==> images/clocks.png <==
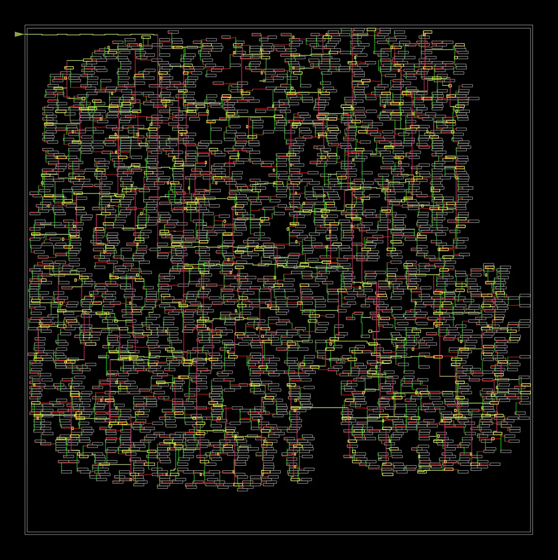
==> images/clk_routes.png <==
Bar = 200 um.
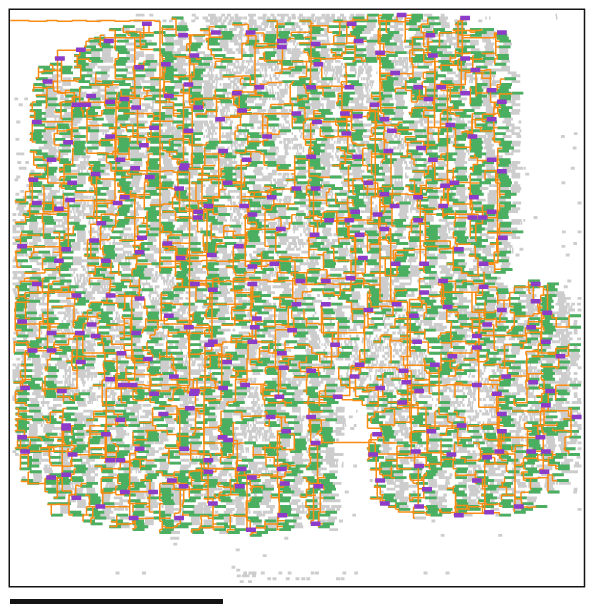
==> config.mk <==
export PLATFORM = sky130hd
export DESIGN_NAME = dcache_ctrl
export DESIGN_NICKNAME = d
export VERILOG_FILES = /design/src/rtl/dcache_ctrl.sv
export SDC_FILE = /design/constraint.sdc
export NUM_CORES = 2
export LEC_CHECK = 0
export CAP_MARGIN = 0
export CORE_AREA = 2 2 538 540
export DETAILED_ROUTE_END_ITERATION = 16
export DIE_AREA = 0 0 540 542
export MAX_ROUTING_LAYER = met4
export PLACE_DENSITY = 0.7
export RECOVER_POWER = 100
export SYNTH_ARGS = -nofsm -noshare
export SYNTH_HDL_FRONTEND = slang
export SYNTH_SLANG_ARGS = --single-unit
==> constraint.sdc <==
create_clock -name clk -period 9.5 [get_ports clk]
set_clock_uncertainty 0.05 [all_clocks]
set_input_delay 2.85 -clock clk [delete_from_list [all_inputs] [get_ports clk]]
set_output_delay 2.85 -clock clk [all_outputs]
set_load 0.01 [all_outputs]
==> results.sh <==
# implementation run metrics
export IMPL_remaining_drc_errors=0
export IMPL_cp_required_ns=9.99
export IMPL_period_minus_slack_ns=9.25
export IMPL_cts_tree="done"
export IMPL_power_uw=25200
export IMPL_postSynthCellCount=7970
export IMPL_largest_reg_flops=2048
export IMPL_fp_row_count=197
export IMPL_clock_sinks=2570
export IMPL_endpoint_kind="register"
export IMPL_viasPerCell=7.65
export IMPL_dr_pass1_iters=10
export IMPL_vias=93800
export IMPL_clk_path_buf_depth=4
export IMPL_p_leak_uw=0.0503
export IMPL_overflow=0
export IMPL_largest_area_cell="edfxtp_1"
export IMPL_yosys_warnings=0
export IMPL_num_nets_final=8525
export IMPL_synthToLayoutAreaGrowth_pct=12.3
export IMPL_rsz0062_at_grt="false"
export IMPL_antenna_found_initial=64
export IMPL_postCtsResizedCells=0
export IMPL_postSynthSeqShare_pct=53.7
export IMPL_post_cts_buffers=0
export IMPL_ys_cells=7970
export IMPL_htree_levels=5
export IMPL_ios=521
export IMPL_fin_crit_sh_pct=97.4
export IMPL_ys_async_sr_fraction_pct=2.76
export IMPL_status="finished with violations"
export IMPL_ys_area_mm2=0.143
export IMPL_die_h_um=542
export IMPL_place_gp_congestion=0.940
export IMPL_holdPathStages=1
export IMPL_core_util_floorplan_pct=49.9
export IMPL_grt_pass1_vias=93000
export IMPL_cts_root_buf="clkbuf_16"
export IMPL_cts_made_buffers=285
export IMPL_place_hpwl_mm=292
export IMPL_core_mm2=0.287
export IMPL_regToRegSetupSlack_ns=1.67
export IMPL_antenna_left=0
export IMPL_yosysMostFrequentCell="edfxtp_1"
export IMPL_io_buffers=386
export IMPL_drive_gt1_share_pct=35.1
export IMPL_hp_class="reg2reg"
export IMPL_finalSetupViolCount=0
export IMPL_tool_warnings=177
export IMPL_die_w_um=540
export IMPL_wl_mm=503
export IMPL_worst_pin_slew_ns=4.22
export IMPL_critPathMaxFanout=51
export IMPL_violations="max-capacitance violations, max-slew violations"
export IMPL_numSynthFlops=2570
export IMPL_maxSlewViolCount=1875
export IMPL_grt_max_degree=127
export IMPL_fmax_ghz=0.108
export IMPL_hold_viol=0
export IMPL_clkTransAtPathRegs_ns=0.06
export IMPL_arrival_ns=9.74
export IMPL_edf_count=2495
export IMPL_cts_hold_buf=0
export IMPL_drtIter0Drc=16400
export IMPL_ff2ff_path_depth=5
export IMPL_max_cap_viol_count=77
export IMPL_yosysUniqueCellTypes=73
export IMPL_crit_type="in2reg"
export IMPL_startpoint_type="input pin"
export IMPL_max_slew_margin_rel_pct=-181
export IMPL_die_area_mm2=0.293
export IMPL_max_vdd_ir_drop_v=0.000146
export IMPL_power_density_mw_per_mm2=157
export IMPL_top_area_share_pct=52.4
export IMPL_top_cells_by_count="2495 x edfxtp_1, 2211 x mux4_2, 800 x nand2_1"
export IMPL_tns_ns=0
export IMPL_area_leaders="edfxtp_1 52%, mux4_2 35%, nand2_1 2.1%"
export IMPL_track_usage_pct=35.3
export IMPL_wire_per_inst_um=41.0
export IMPL_netlist_area_mm2=0.143
export IMPL_synth_avg_cell_area_um2=18.0
export IMPL_grt_first_pass_wirelength_mm=707
export IMPL_yosys_most_used_dff="edfxtp_1"
About clocks.png:
Seq cells: 2570
clock-net power: 10900 uW
Layout clock buffers: 371

About clk_routes.png:
[purple] clock drivers | count: 285
[green] flip-flops | count: 2570
[orange] clock wires | length: 32.2 mm
routed clock nets	286
flops lie	all over the die
clk_lat worst skew: 0.90 ns
Clk pwr share: 43.3%

[routing by layer]
metal / GRT usage [%] / wire, um
met5: - / 0
met4: 19.2 / 33600
met3: 10.6 / 77100
met2: 50.8 / 226000
met1: 45.3 / 166000
[where the power goes]
part	internal, uW	switching (uW)
clock network	6280	4650
logic	559	1120
registers	12600	11.2
[critical path, stage by stage]
cell and delay [ns]:
buf_8 0.38, clkinvlp_2 0.84, clkbuf_1 1.13, nor2_1 0.50
a221oi_1 0.25, a31oi_1 0.28, nand4_1 0.14, and4bb_2 0.34
and4_1 0.45, a22oi_1 0.12, buf_4 0.23, nor2_1 1.51
buf_4 0.55
[placed cells by master, fill, tap and decap left out, types with 11 or more instances in the layout]
cell	count
mux2_1	11
clkbuf_2	17
or2_2	18
inv_1	169
nor2_1	128
clkinv_2	45
o22ai_1	37
a31oi_2	11
mux4_2	2211
nand3_1	36
buf_4	126
nand2_1	798
nor2_4	15
dfrtp_1	68
xnor2_1	21
mux2_2	53
edfxtp_1	2495
a311oi_1	33
clkinv_1	45
diode_2	70
and3_1	112
bufinv_16	20
mux2i_1	143
clkbuf_16	294
nor2b_1	12
a211oi_1	165
a31oi_1	135
o21ai_0	216
dlygate4sd3_1	220
clkdlybuf4s50_1	159
clkbuf_1	159
buf_12	59
a21oi_1	157
a22oi_1	43
[area by class of cell]
class / count / area [um2]
fill: 21600 / 126000
sequential: 2570 / 76800
multi-input combinational: 4476 / 62800
clock buffer: 371 / 7710
timing repair buffer: 687 / 6520
tap: 3781 / 4730
clock inverter: 132 / 1240
inverter: 176 / 678
antenna: 70 / 175
[logic make-up (layout without fill, tap and decap cells)]
| logic type | Yosys count | after routing | share of synthesized area (%) |
|---|---|---|---|
| flops | 2570 | 2570 | 53.7 |
| mux | 2421 | 2421 | 36.3 |
| simple gates | 1173 | 1173 | 3.46 |
| buf+inv | 927 | 1366 | 2.60 |
| compound gates | 851 | 851 | 3.75 |
| xor+xnor | 23 | 23 | 0.141 |
| fa+ha+maj | 4 | 4 | 0.0350 |
| other cells | 1 | 74 | 0.00262 |
[metrics by stage]
stage          cells  hold WS, ns  instance area (um2)  setup WS [ns]  utilization [%]
3_3_place_gp   11700        0.421               152000           1.51             53.1
5_1_grt        12200        0.473               161000          0.260             56.0
6_report       12300        0.435               161000          0.250             56.0
4_1_cts        12200        0.432               161000          0.755             56.2
2_1_floorplan   7973        0.399               143000          -1.81                -
3_5_place_dp   11700        0.417               152000           1.46             53.1
Power is estimated from default activity; no workload was simulated.
